--- src/rtl/jtag_dma_chain_if.sv ---
`default_nettype none
// ============================================================================
// Module   : jtag_dma_chain_if
// Brief    : Ping-pong buffer and DMA command bundle between the JTAG chain
//            front end (master) and the buffer/DMA side (slave).
// Revision : 1.0
// ============================================================================
interface jtag_dma_chain_if #(
  parameter int DATA_W    = 32,
  parameter int PP_ADDR_W = 9,
  parameter int BURST_W   = 8
);
  localparam int c_BE_W = DATA_W / 8;

  logic [PP_ADDR_W-1:0] pp_address;
  logic                 pp_we;
  logic [DATA_W-1:0]    pp_din;
  logic [DATA_W-1:0]    pp_dout;
  logic                 pp_switch;
  logic                 switch_ready;
  logic [31:0]          dma_address;
  logic [c_BE_W-1:0]    dma_byte_enable;
  logic [BURST_W-1:0]   dma_burst_size;
  logic                 dma_write_start;
  logic                 dma_read_start;
  logic                 dma_error;

  modport master (
    output pp_address, pp_we, pp_din, pp_switch,
    output dma_address, dma_byte_enable, dma_burst_size,
    output dma_write_start, dma_read_start,
    input  pp_dout, switch_ready, dma_error
  );

  modport slave (
    input  pp_address, pp_we, pp_din, pp_switch,
    input  dma_address, dma_byte_enable, dma_burst_size,
    input  dma_write_start, dma_read_start,
    output pp_dout, switch_ready, dma_error
  );
endinterface
`default_nettype wire

--- src/rtl/jtag_dma_chain.sv ---
`default_nettype none
// ============================================================================
// Module   : jtag_dma_chain
// Brief    : JTAG user-chain front end turning opcode-tagged DR frames into
//            ping-pong buffer writes/reads and DMA burst launches.
// Revision : 1.0
// ============================================================================
module jtag_dma_chain #(
  parameter int DATA_W    = 32,
  parameter int OP_W      = 4,
  parameter int PP_ADDR_W = 9,
  parameter int BURST_W   = 8
) (
  input  wire              JTCK,
  input  wire              JRSTN,
  input  wire              JTDI,
  input  wire              JSHIFT,
  input  wire              JUPDATE,
  input  wire              JCE,
  output logic             JTDO,
  output logic [7:0]       status_out,
  jtag_dma_chain_if.master bus
);
  localparam int c_BE_W = DATA_W / 8;
  localparam int c_SR_W = DATA_W + OP_W;

  localparam logic [OP_W-1:0] c_OP_ADDR  = OP_W'(4'h1);
  localparam logic [OP_W-1:0] c_OP_BE    = OP_W'(4'h2);
  localparam logic [OP_W-1:0] c_OP_SIZE  = OP_W'(4'h3);
  localparam logic [OP_W-1:0] c_OP_WDATA = OP_W'(4'h8);
  localparam logic [OP_W-1:0] c_OP_RD    = OP_W'(4'h9);
  localparam logic [OP_W-1:0] c_OP_ACK   = OP_W'(4'hA);
  localparam logic [OP_W-1:0] c_OP_CLR   = OP_W'(4'hE);
  localparam logic [OP_W-1:0] c_OP_ABORT = OP_W'(4'hF);

  typedef enum logic [3:0] {
    S_IDLE      = 4'd0,
    S_W_FILL    = 4'd1,
    S_W_WAIT_SW = 4'd2,
    S_W_SWITCH  = 4'd3,
    S_W_LAUNCH  = 4'd4,
    S_R_LAUNCH  = 4'd5,
    S_R_WAIT_SW = 4'd6,
    S_R_SWITCH  = 4'd7,
    S_R_ASK     = 4'd8,
    S_R_STORE   = 4'd9,
    S_R_VALID   = 4'd10
  } state_t;

  state_t               r_state, w_state_nxt;
  logic [c_SR_W-1:0]    r_sr, w_sr_nxt;
  logic [7:0]           r_st, w_st_nxt;
  logic [31:0]          r_addr, w_addr_nxt;
  logic [c_BE_W-1:0]    r_be, w_be_nxt;
  logic [BURST_W-1:0]   r_burst, w_burst_nxt;
  logic [BURST_W-1:0]   r_rem, w_rem_nxt;
  logic [PP_ADDR_W-1:0] r_idx, w_idx_nxt;
  logic [DATA_W-1:0]    r_wdata, w_wdata_nxt;
  logic [DATA_W-1:0]    r_rdata, w_rdata_nxt;

  logic                 w_shift, w_capture, w_busy, w_consume;
  logic [OP_W-1:0]      w_op, w_tag;
  logic [DATA_W-1:0]    w_payload;
  logic [31:0]          w_addr_pl;

  assign w_shift   = JCE & JSHIFT;
  assign w_capture = JCE & ~JSHIFT;
  assign w_op      = r_sr[OP_W-1:0];
  assign w_payload = r_sr[c_SR_W-1:OP_W];
  assign w_busy    = |r_st[4:3];
  // Bit 1 of a data frame tells the host another word follows this one.
  assign w_tag     = {{(OP_W-2){1'b0}}, (r_rem != '0), 1'b1};
  assign w_consume = (r_state == S_R_VALID) && r_st[5] &&
                     (w_capture || (JUPDATE && (w_op == c_OP_ACK)));

  if (DATA_W >= 32) begin : g_addr_wide
    assign w_addr_pl = w_payload[31:0];
  end else begin : g_addr_narrow
    assign w_addr_pl = {{(32-DATA_W){1'b0}}, w_payload};
  end

  always_ff @(posedge JTCK or negedge JRSTN) begin
    if (!JRSTN) begin
      r_state <= S_IDLE;
      r_sr    <= '0;
      r_st    <= '0;
      r_addr  <= '0;
      r_be    <= '0;
      r_burst <= '0;
      r_rem   <= '0;
      r_idx   <= '0;
      r_wdata <= '0;
      r_rdata <= '0;
    end else begin
      r_state <= w_state_nxt;
      r_sr    <= w_sr_nxt;
      r_st    <= w_st_nxt;
      r_addr  <= w_addr_nxt;
      r_be    <= w_be_nxt;
      r_burst <= w_burst_nxt;
      r_rem   <= w_rem_nxt;
      r_idx   <= w_idx_nxt;
      r_wdata <= w_wdata_nxt;
      r_rdata <= w_rdata_nxt;
    end
  end

  always_comb begin
    w_state_nxt = r_state;
    w_sr_nxt    = r_sr;
    w_st_nxt    = r_st;
    w_addr_nxt  = r_addr;
    w_be_nxt    = r_be;
    w_burst_nxt = r_burst;
    w_rem_nxt   = r_rem;
    w_idx_nxt   = r_idx;
    w_wdata_nxt = r_wdata;
    w_rdata_nxt = r_rdata;

    if (w_shift) begin
      w_sr_nxt = {JTDI, r_sr[c_SR_W-1:1]};
    end else if (w_capture) begin
      if (r_st[5]) w_sr_nxt = {r_rdata, w_tag};
      else         w_sr_nxt = {{(DATA_W-8){1'b0}}, r_st, {OP_W{1'b0}}};
    end

    case (r_state)
      S_W_FILL: begin
        // idx stops at the last word so it never runs past the burst.
        if (r_rem == '0) begin
          w_state_nxt = S_W_WAIT_SW;
        end else begin
          w_rem_nxt   = r_rem - BURST_W'(1);
          w_idx_nxt   = r_idx + PP_ADDR_W'(1);
          w_state_nxt = S_IDLE;
        end
      end
      S_W_WAIT_SW: if (bus.switch_ready) w_state_nxt = S_W_SWITCH;
      S_W_SWITCH:  w_state_nxt = S_W_LAUNCH;
      S_W_LAUNCH: begin
        w_idx_nxt   = '0;
        w_rem_nxt   = r_burst;
        w_st_nxt[3] = 1'b0;
        w_state_nxt = S_IDLE;
      end
      S_R_LAUNCH:  w_state_nxt = S_R_WAIT_SW;
      S_R_WAIT_SW: if (bus.switch_ready) w_state_nxt = S_R_SWITCH;
      S_R_SWITCH:  w_state_nxt = S_R_ASK;
      S_R_ASK:     w_state_nxt = S_R_STORE;
      S_R_STORE: begin
        w_rdata_nxt = bus.pp_dout;
        w_st_nxt[5] = 1'b1;
        w_state_nxt = S_R_VALID;
      end
      S_R_VALID: begin
        if (w_consume) begin
          w_st_nxt[5] = 1'b0;
          if (r_rem == '0) begin
            w_st_nxt[4] = 1'b0;
            w_idx_nxt   = '0;
            w_rem_nxt   = r_burst;
            w_state_nxt = S_IDLE;
          end else begin
            w_idx_nxt   = r_idx + PP_ADDR_W'(1);
            w_rem_nxt   = r_rem - BURST_W'(1);
            w_state_nxt = S_R_ASK;
          end
        end
      end
      default: w_state_nxt = S_IDLE;
    endcase

    // Update decode comes after the FSM so ABORT overrides its effects.
    if (JUPDATE) begin
      case (w_op)
        c_OP_ADDR, c_OP_BE, c_OP_SIZE: begin
          if (w_busy) begin
            w_st_nxt[6] = 1'b1;
          end else if (w_op == c_OP_ADDR) begin
            w_addr_nxt  = w_addr_pl;
            w_st_nxt[0] = 1'b1;
          end else if (w_op == c_OP_BE) begin
            w_be_nxt    = w_payload[c_BE_W-1:0];
            w_st_nxt[1] = 1'b1;
          end else begin
            w_burst_nxt = w_payload[BURST_W-1:0];
            w_rem_nxt   = w_payload[BURST_W-1:0];
            w_st_nxt[2] = 1'b1;
          end
        end
        c_OP_WDATA: begin
          if (r_st[4] || (r_state != S_IDLE)) begin
            w_st_nxt[6] = 1'b1;
          end else begin
            w_wdata_nxt = w_payload;
            w_st_nxt[3] = 1'b1;
            w_state_nxt = S_W_FILL;
          end
        end
        c_OP_RD: begin
          if (w_busy || (r_state != S_IDLE)) begin
            w_st_nxt[6] = 1'b1;
          end else begin
            w_st_nxt[4] = 1'b1;
            w_state_nxt = S_R_LAUNCH;
          end
        end
        c_OP_CLR: w_st_nxt[7:6] = 2'b00;
        c_OP_ABORT: begin
          w_state_nxt   = S_IDLE;
          w_st_nxt[5:3] = 3'b000;
          w_idx_nxt     = '0;
          w_rem_nxt     = r_burst;
        end
        default: ;
      endcase
    end

    if (bus.dma_error) w_st_nxt[7] = 1'b1;
  end

  always_comb begin
    bus.pp_address      = '0;
    bus.pp_we           = 1'b0;
    bus.pp_din          = '0;
    bus.pp_switch       = 1'b0;
    bus.dma_address     = '0;
    bus.dma_byte_enable = '0;
    bus.dma_burst_size  = '0;
    bus.dma_write_start = 1'b0;
    bus.dma_read_start  = 1'b0;
    case (r_state)
      S_W_FILL: begin
        bus.pp_we      = 1'b1;
        bus.pp_address = r_idx;
        bus.pp_din     = r_wdata;
      end
      S_W_SWITCH, S_R_SWITCH: bus.pp_switch = 1'b1;
      S_W_LAUNCH, S_R_LAUNCH: begin
        bus.dma_write_start = (r_state == S_W_LAUNCH);
        bus.dma_read_start  = (r_state == S_R_LAUNCH);
        bus.dma_address     = r_addr;
        bus.dma_byte_enable = r_be;
        bus.dma_burst_size  = r_burst;
      end
      S_R_ASK: bus.pp_address = r_idx;
      default: ;
    endcase
  end

  assign JTDO       = r_sr[0];
  assign status_out = r_st;
endmodule
`default_nettype wire
--- src/flat_wrapper.sv ---
// flat-port wrapper written by rule: the top's interface ports become plain ports
module jtag_dma_chain_flat 
#(
  parameter int DATA_W    = 32,
  parameter int OP_W      = 4,
  parameter int PP_ADDR_W = 9,
  parameter int BURST_W   = 8
)
  (JTCK, JRSTN, JTDI, JSHIFT, JUPDATE, JCE, JTDO, status_out, bus_pp_address, bus_pp_we, bus_pp_din, bus_pp_switch, bus_dma_address, bus_dma_byte_enable, bus_dma_burst_size, bus_dma_write_start, bus_dma_read_start, bus_pp_dout, bus_switch_ready, bus_dma_error);
  jtag_dma_chain_if #(.DATA_W(DATA_W), .PP_ADDR_W(PP_ADDR_W), .BURST_W(BURST_W)) bus_i ();
  input  wire JTCK;
  input  wire JRSTN;
  input  wire JTDI;
  input  wire JSHIFT;
  input  wire JUPDATE;
  input  wire JCE;
  output logic JTDO;
  output logic [7:0] status_out;
  output wire logic [$bits(bus_i.pp_address)-1:0] bus_pp_address;
  output wire logic [$bits(bus_i.pp_we)-1:0] bus_pp_we;
  output wire logic [$bits(bus_i.pp_din)-1:0] bus_pp_din;
  output wire logic [$bits(bus_i.pp_switch)-1:0] bus_pp_switch;
  output wire logic [$bits(bus_i.dma_address)-1:0] bus_dma_address;
  output wire logic [$bits(bus_i.dma_byte_enable)-1:0] bus_dma_byte_enable;
  output wire logic [$bits(bus_i.dma_burst_size)-1:0] bus_dma_burst_size;
  output wire logic [$bits(bus_i.dma_write_start)-1:0] bus_dma_write_start;
  output wire logic [$bits(bus_i.dma_read_start)-1:0] bus_dma_read_start;
  input wire logic [$bits(bus_i.pp_dout)-1:0] bus_pp_dout;
  input wire logic [$bits(bus_i.switch_ready)-1:0] bus_switch_ready;
  input wire logic [$bits(bus_i.dma_error)-1:0] bus_dma_error;
  assign bus_pp_address = bus_i.pp_address;
  assign bus_pp_we = bus_i.pp_we;
  assign bus_pp_din = bus_i.pp_din;
  assign bus_pp_switch = bus_i.pp_switch;
  assign bus_dma_address = bus_i.dma_address;
  assign bus_dma_byte_enable = bus_i.dma_byte_enable;
  assign bus_dma_burst_size = bus_i.dma_burst_size;
  assign bus_dma_write_start = bus_i.dma_write_start;
  assign bus_dma_read_start = bus_i.dma_read_start;
  assign bus_i.pp_dout = bus_pp_dout;
  assign bus_i.switch_ready = bus_switch_ready;
  assign bus_i.dma_error = bus_dma_error;
  jtag_dma_chain #(.DATA_W(DATA_W), .OP_W(OP_W), .PP_ADDR_W(PP_ADDR_W), .BURST_W(BURST_W)) u_core (.JTCK(JTCK), .JRSTN(JRSTN), .JTDI(JTDI), .JSHIFT(JSHIFT), .JUPDATE(JUPDATE), .JCE(JCE), .JTDO(JTDO), .status_out(status_out), .bus(bus_i));
endmodule
--- config.mk ---
export PLATFORM = sky130hd
export DESIGN_NAME = jtag_dma_chain_flat
export DESIGN_NICKNAME = d
export VERILOG_FILES = /design/src/rtl/jtag_dma_chain_if.sv /design/src/rtl/jtag_dma_chain.sv /design/src/flat_wrapper.sv
export SDC_FILE = /design/constraint.sdc
export NUM_CORES = 1
export LEC_CHECK = 0
export CAP_MARGIN = 10
export CORE_AREA = 2 2 140 115
export CTS_CLUSTER_DIAMETER = 80
export CTS_CLUSTER_SIZE = 25
export DETAILED_ROUTE_END_ITERATION = 10
export DIE_AREA = 0 0 142 117
export GPL_TIMING_DRIVEN = 0
export PLACE_DENSITY_LB_ADDON = 0.12
export RECOVER_POWER = 50
export SYNTH_ARGS = -nofsm -noshare
export SYNTH_HDL_FRONTEND = slang
export SYNTH_SLANG_ARGS = --single-unit
export TNS_END_PERCENT = 50
--- constraint.sdc ---
create_clock -name JTCK -period 5.87 [get_ports JTCK]
set_input_delay 1.174 -clock JTCK [delete_from_list [all_inputs] [get_ports JTCK]]
set_output_delay 1.174 -clock JTCK [all_outputs]
set_load 0.1 [all_outputs]
run_1/port_nets.png
Scale bar: 50 µm.
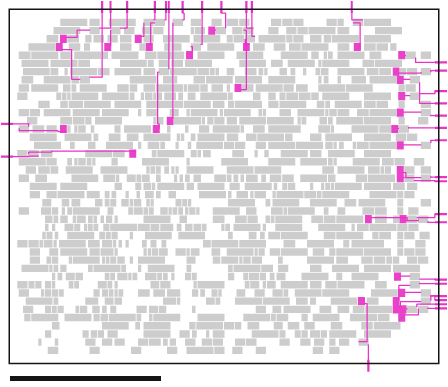
Key: magenta = bus_dma_address [bits 32, direction output, end cells 32, wire 514 µm]
# port buffers: 136
count of boundary I/O pins: 138

run_1/metal_stack.png
Only two layers are drawn.
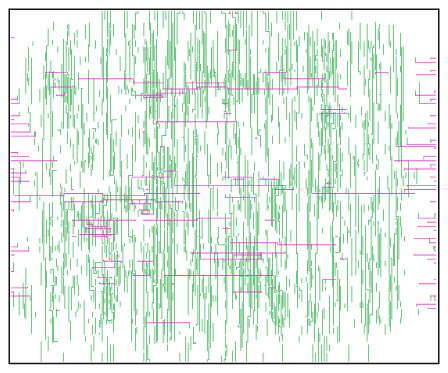
Key: green = met2 [wire length 9650 µm]; magenta = met3 [wire length 1020 µm]

==> report_table.html, run 1 <==
<h3>Run summary</h3>
<table>
<tr><th>Metric</th><th>Value</th></tr>
<tr><th colspan="2">Critical path</th></tr>
<tr><td>Start of the worst register-to-register path</td><td>u_core.r_state[2]$_DFF_PN0_</td></tr>
<tr><td>Crit path depth</td><td>6</td></tr>
<tr><td>Highest net fanout along the worst path</td><td>10</td></tr>
<tr><td>Slowest cell on the critical path</td><td>clkdlybuf4s50_1</td></tr>
<tr><th colspan="2">Layout</th></tr>
<tr><td>Multi-input gate share of the layout cell area</td><td>0.348</td></tr>
<tr><td>Final clock-cell share</td><td>0.0583</td></tr>
<tr><td>Register share of the cell area</td><td>0.417</td></tr>
<tr><td>Non-clk bufs</td><td>180</td></tr>
<tr><td>Post-route insts no fill</td><td>1085</td></tr>
<tr><td>Final design area excluding fillers</td><td>just over 0.01 mm²</td></tr>
<tr><td># clk buffers</td><td>20</td></tr>
<tr><td>Share of cells above drive strength 1</td><td>0.191</td></tr>
<tr><td>Non-clock buffer share</td><td>0.149</td></tr>
<tr><td>Number of signal-net inverters in the final layout</td><td>14</td></tr>
<tr><th colspan="2">Route</th></tr>
<tr><td>Drt initial violations</td><td>493</td></tr>
<tr><td>Routed wire length</td><td>20800 µm</td></tr>
<tr><td>Detail-routed net length per standard cell</td><td>19.2 µm</td></tr>
<tr><th colspan="2">Yosys</th></tr>
<tr><td>Number of cells in Yosys stat</td><td>723</td></tr>
<tr><td>Ranking of synthesized cells by area</td><td>dfrtp_1, mux2_2, and2_1, a22oi_1, a21oi_1</td></tr>
<tr><td>Dominant cell type by area after synthesis</td><td>dfrtp_1</td></tr>
<tr><td>Number of instances in the synthesized netlist</td><td>723</td></tr>
<tr><td>Fraction of registers with async set or reset after synthesis</td><td>1.00</td></tr>
<tr><td>Post-synth tally of flip-flops with integrated enable</td><td>0</td></tr>
<tr><th colspan="2">Power and ir drop</th></tr>
<tr><td>Total net switching power</td><td>0.00179 W</td></tr>
<tr><td>Leakage power total</td><td>about 4.4 nW</td></tr>
<tr><td>Total combinational power</td><td>0.00167 W</td></tr>
<tr><td>Internal power component</td><td>0.00305 W</td></tr>
<tr><th colspan="2">Timing</th></tr>
<tr><td>Max-slew violation total from the final report</td><td>about 180</td></tr>
<tr><td>Post-route fraction of the period consumed by the critical path</td><td>0.849</td></tr>
<tr><th colspan="2">Global route</th></tr>
<tr><td>Remaining Overflow, GRT</td><td>0</td></tr>
<tr><td>Initial antenna violation count</td><td>0</td></tr>
<tr><td>Global routing usage on met2</td><td>0.403</td></tr>
<tr><th colspan="2">Run status</th></tr>
<tr><td>Status</td><td>finished, violations left</td></tr>
<tr><td>Violations in the final reports</td><td>capacitance limit, slew limit</td></tr>
<tr><th colspan="2">CTS</th></tr>
<tr><td>Post-CTS clock slew at the launch and capture registers of the worst setup and hold paths</td><td>~0.070 ns</td></tr>
<tr><td>Post CTS Setup Buffer Count</td><td>0</td></tr>
<tr><th colspan="2">Job</th></tr>
<tr><td>Max cap viols</td><td>2</td></tr>
</table>
run_1/final_congestion.png
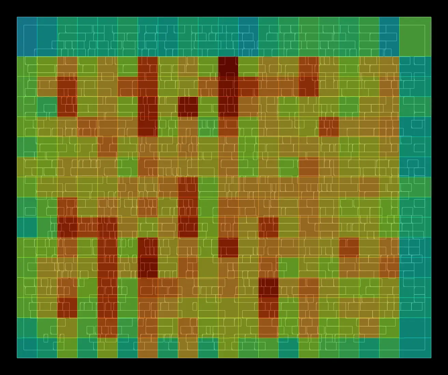
total routing usage reported by global routing: 0.259
GR met3 Demand/Resource: 0.0500

run_1/registers.png
Scale bar: 50 µm.
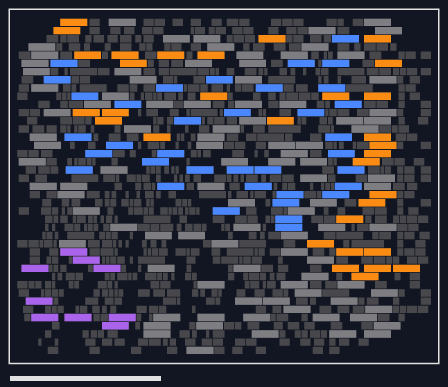
Key: blue = u_core.r_sr [flops 36]; orange = u_core.r_wdata [flops 32, where all over the die]; purple = u_core.r_idx [flops 9, where bottom left]
Another 96 sequential cells are not coloured.
storage element area: 0.00433 mm²
core utilization of the finished layout: 0.677

## run 1: metrics by stage
stage | utilization | hold slack [ns] | power, W | setup slack (ns)
after floorplan | - | 0.449 | 0.00319 | 1.13
after global placement | 0.639 | 0.467 | 0.00362 | -3.19
after CTS | 0.681 | 0.493 | 0.00486 | 0.940
after detailed placement | 0.641 | 0.478 | 0.00370 | 1.41
final | 0.677 | 0.489 | 0.00484 | 0.885
after global routing | 0.677 | 0.502 | 0.00511 | 0.508
## run 1: flip-flops by register name, summed over array words and instances, names as in the netlist
register and cells:
u_core.r_state 4, u_core.r_idx 9, u_core.r_sr 36, u_core.r_addr 32
u_core.r_rdata 32, u_core.r_wdata 32, u_core.r_be 4, u_core.r_burst 8
u_core.r_rem 8, u_core.status_out 8
## run 1: worst min-delay path by stage
| stage | startpoint | to | slack, ns | cells after the start |
|---|---|---|---|---|
| after floorplan | u_core.r_wdata[26]$_DFFE_PN0P_ | u_core.r_wdata[26]$_DFFE_PN0P_ | 0.45 | 1 |
| after global placement | u_core.r_wdata[26]$_DFFE_PN0P_ | u_core.r_wdata[26]$_DFFE_PN0P_ | 0.47 | 1 |
| after detailed placement | u_core.r_wdata[26]$_DFFE_PN0P_ | u_core.r_wdata[26]$_DFFE_PN0P_ | 0.48 | 1 |
| after CTS | u_core.r_wdata[26]$_DFFE_PN0P_ | u_core.r_wdata[26]$_DFFE_PN0P_ | 0.49 | 1 |
| after global routing | u_core.r_wdata[26]$_DFFE_PN0P_ | u_core.r_wdata[26]$_DFFE_PN0P_ | 0.50 | 1 |
| final | u_core.r_wdata[26]$_DFFE_PN0P_ | u_core.r_wdata[26]$_DFFE_PN0P_ | 0.49 | 1 |
## run 1: metal layers
metal	vias to the layer above	routed length [µm]
met2	201	9650
met4	0	442
met1	3160	9680
li1	2885	-
met3	34	1020
met5	-	0
run_1/met1.png
Scale bar: 50 µm. Supply wires on this layer in grey. Cells faint in the background.
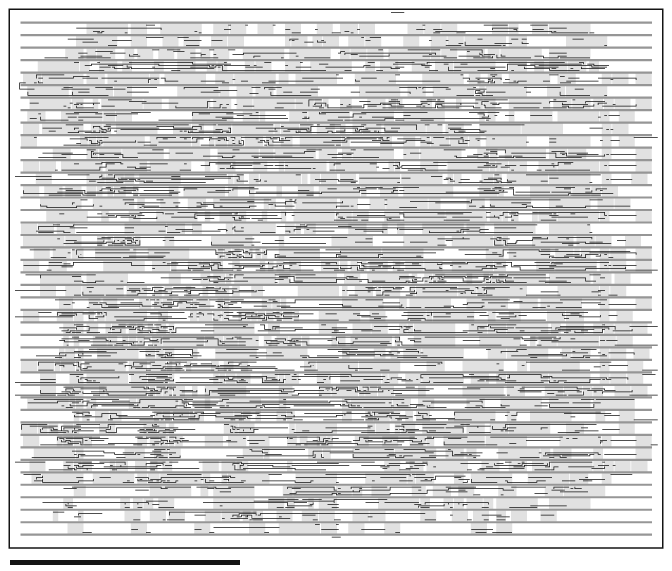

==> run 1 -> run 2 <==
--- a/config.mk
+++ b/config.mk
@@ -6,11 +6,11 @@
 export NUM_CORES = 1
 export LEC_CHECK = 0
 export CAP_MARGIN = 10
-export CORE_AREA = 2 2 140 115
+export CORE_AREA = 2 2 150 122
 export CTS_CLUSTER_DIAMETER = 80
 export CTS_CLUSTER_SIZE = 25
 export DETAILED_ROUTE_END_ITERATION = 10
-export DIE_AREA = 0 0 142 117
+export DIE_AREA = 0 0 152 124
 export GPL_TIMING_DRIVEN = 0
 export PLACE_DENSITY_LB_ADDON = 0.12
 export RECOVER_POWER = 50
==> constraint.sdc (replaced) <==
create_clock -name JTCK -period 4.45 [get_ports JTCK]
set_input_delay 0.89 -clock JTCK [delete_from_list [all_inputs] [get_ports JTCK]]
set_output_delay 0.89 -clock JTCK [all_outputs]
set_load 0.1 [all_outputs]
run_2/met1.png
Scale bar: 50 µm. Supply wires on this layer in grey. Cells faint in the background.
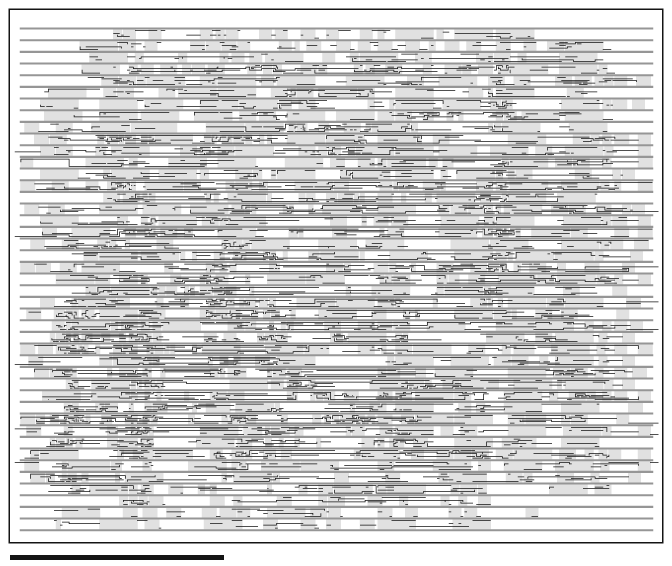
The layer carries 10200 µm of wire. The layer holds 48% of the routed length. The longest straight run is 68.5 µm.

run_2/final_congestion.png
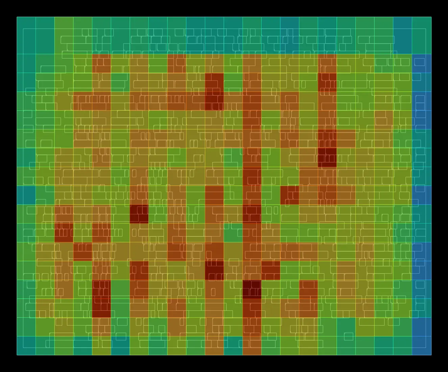
Global Route met1 Usage: 0.333
total routing usage reported by global routing: 0.234

==> run 2 against run 1 <==
The flow still finishes with violations (capacitance limit, slew limit). Synthesized area unchanged. Worst setup slack lost 0.76 ns. Cell area decreased by 0.45%. Clock power grew 28%. Combinational power increased by 32%. Clock-buffer cell count unchanged. Wire length is 3.0% higher. Critical path depth unchanged. Critical path type unchanged. Critical endpoint is now bus_dma_burst_size[6]. Largest cell class unchanged.
==> report_table.html, run 2 <==
<h3>Run summary</h3>
<table>
<tr><th>Metric</th><th>Value</th></tr>
<tr><th colspan="2">Timing</th></tr>
<tr><td>Max-slew violation total from the final report</td><td>51 (was 176)</td></tr>
<tr><td>Post-route setup slack</td><td>0.125 ns (was 0.885 ns)</td></tr>
<tr><th colspan="2">CTS</th></tr>
<tr><td>Post-CTS clock slew at the launch and capture registers of the worst setup and hold paths</td><td>0.06 ns (was 0.07 ns)</td></tr>
<tr><td># H-tree levels</td><td>4 (unchanged)</td></tr>
<tr><td>Post CTS Setup Buffer Count</td><td>0 (unchanged)</td></tr>
<tr><th colspan="2">Placement</th></tr>
<tr><td># port buffers</td><td>136 (unchanged)</td></tr>
<tr><td>Post-placement setup slack</td><td>0.282 ns (was 1.41 ns)</td></tr>
<tr><th colspan="2">Job</th></tr>
<tr><td>Max cap viols</td><td>1 (was 2)</td></tr>
<tr><th colspan="2">Run status</th></tr>
<tr><td>Violations in the final reports</td><td>capacitance limit, slew limit (unchanged)</td></tr>
<tr><td>Status</td><td>finished, violations left (unchanged)</td></tr>
<tr><th colspan="2">Critical path</th></tr>
<tr><td>Highest net fanout along the worst path</td><td>10 (unchanged)</td></tr>
<tr><td>Slowest cell on the critical path</td><td>dlygate4sd2_1 (was clkdlybuf4s50_1)</td></tr>
<tr><th colspan="2">Global route</th></tr>
<tr><td>GR met3 Demand/Resource</td><td>0.0498 (was 0.0500)</td></tr>
<tr><td>Global routing usage on met2</td><td>0.361 (was 0.403)</td></tr>
<tr><td>Most Used Layer, Global Route</td><td>met2 (unchanged)</td></tr>
<tr><td>Initial antenna violation count</td><td>0 (unchanged)</td></tr>
<tr><th colspan="2">Power and ir drop</th></tr>
<tr><td>Total power consumption of the routed design</td><td>0.00633 W (was 0.00484 W)</td></tr>
<tr><td>Leakage power total</td><td>4.74 nW (was 4.43 nW)</td></tr>
<tr><td>Total net switching power</td><td>0.00237 W (was 0.00179 W)</td></tr>
<tr><th colspan="2">Route</th></tr>
<tr><td>Wire length on met2</td><td>9700 µm (was 9650 µm)</td></tr>
<tr><td>Routed wire length</td><td>21400 µm (was 20800 µm)</td></tr>
<tr><td>Routed metal-1 wire length</td><td>10200 µm (was 9680 µm)</td></tr>
<tr><td>Detail-routed net length per standard cell</td><td>19.2 µm (about the same)</td></tr>
<tr><td>Drt initial violations</td><td>405 (was 493)</td></tr>
<tr><td>Wire length on met3</td><td>1130 µm (was 1020 µm)</td></tr>
<tr><th colspan="2">Yosys</th></tr>
<tr><td>Ranking of synthesized cells by area</td><td>dfrtp_1, mux2_2, and2_1, a22oi_1, a21oi_1 (unchanged)</td></tr>
<tr><td>Post-synth tally of flip-flops with integrated enable</td><td>0 (unchanged)</td></tr>
<tr><td>Dominant cell type by area after synthesis</td><td>dfrtp_1 (unchanged)</td></tr>
<tr><td>Number of cells in Yosys stat</td><td>723 (unchanged)</td></tr>
<tr><td>Number of instances in the synthesized netlist</td><td>723 (unchanged)</td></tr>
<tr><th colspan="2">Layout</th></tr>
<tr><td>Post-route insts no fill</td><td>1117 (was 1085)</td></tr>
<tr><td>Max FFs per register</td><td>36 (unchanged)</td></tr>
<tr><td>Total number of nets in the final design</td><td>923 (unchanged)</td></tr>
<tr><td>Share of cells above drive strength 1</td><td>0.201 (was 0.191)</td></tr>
<tr><th colspan="2">Die</th></tr>
<tr><td>Count of boundary I/O pins</td><td>138 (unchanged)</td></tr>
</table>
[run 2: cell counts after synthesis]
Identical to the previous run, type by type.
[run 2: layout make-up]
cell class | instances | area, µm²
clock inverter | 12 | 130
tap | 225 | 282
multi-input combinational | 493 | 3620
inverter | 14 | 52.6
fill | 1448 | 6930
clock buffer | 20 | 457
buffer | 43 | 186
timing repair buffer | 137 | 1280
sequential | 173 | 4330
[run 2: path summary, 6_finish.rpt]
check	cells after the start	end	startpoint	slack, ns
min in group asynchronous	1	u_core.r_idx[8]$_DFF_PN0_	JRSTN	1.32
max in group asynchronous	2	u_core.r_rdata[13]$_DFFE_PN0P_	JRSTN	1.56
hold / removal	1	u_core.r_wdata[26]$_DFFE_PN0P_	u_core.r_wdata[26]$_DFFE_PN0P_	0.49
hold reg to reg	1	u_core.r_wdata[26]$_DFFE_PN0P_	u_core.r_wdata[26]$_DFFE_PN0P_	0.49
setup / recovery	6	bus_dma_burst_size[6]	u_core.r_state[3]$_DFF_PN0_	0.12
setup reg to reg	6	u_core.r_wdata[24]$_DFFE_PN0P_	u_core.r_state[3]$_DFF_PN0_	0.99
[run 2: power by group through the flow]
stage | Combinational, W | Clock, W | Sequential, W
detailed placement | 0.00222 | 0 | 0.00268
CTS | 0.00222 | 0.00149 | 0.00266
finish | 0.00220 | 0.00147 | 0.00266
global route | 0.00240 | 0.00156 | 0.00274
global placement | 0.00215 | 0 | 0.00265
floorplan | 0.00161 | 0 | 0.00261
[run 2: what timing repair did]
item | 4_1_cts | 5_1_grt
pin swaps | 0 | 0
endpoints found under the setup margin | 70 | 11
resized | 70 | 16
[run 2: per-stage QoR]
stage / utilization / hold slack [ns]
finish: 0.599 / 0.486
global route: 0.599 / 0.506
CTS: 0.601 / 0.360
detailed placement: 0.572 / 0.471
global placement: 0.571 / 0.469
floorplan: - / 0.449
No activity file was given, so power comes from the tool's default toggle rates.
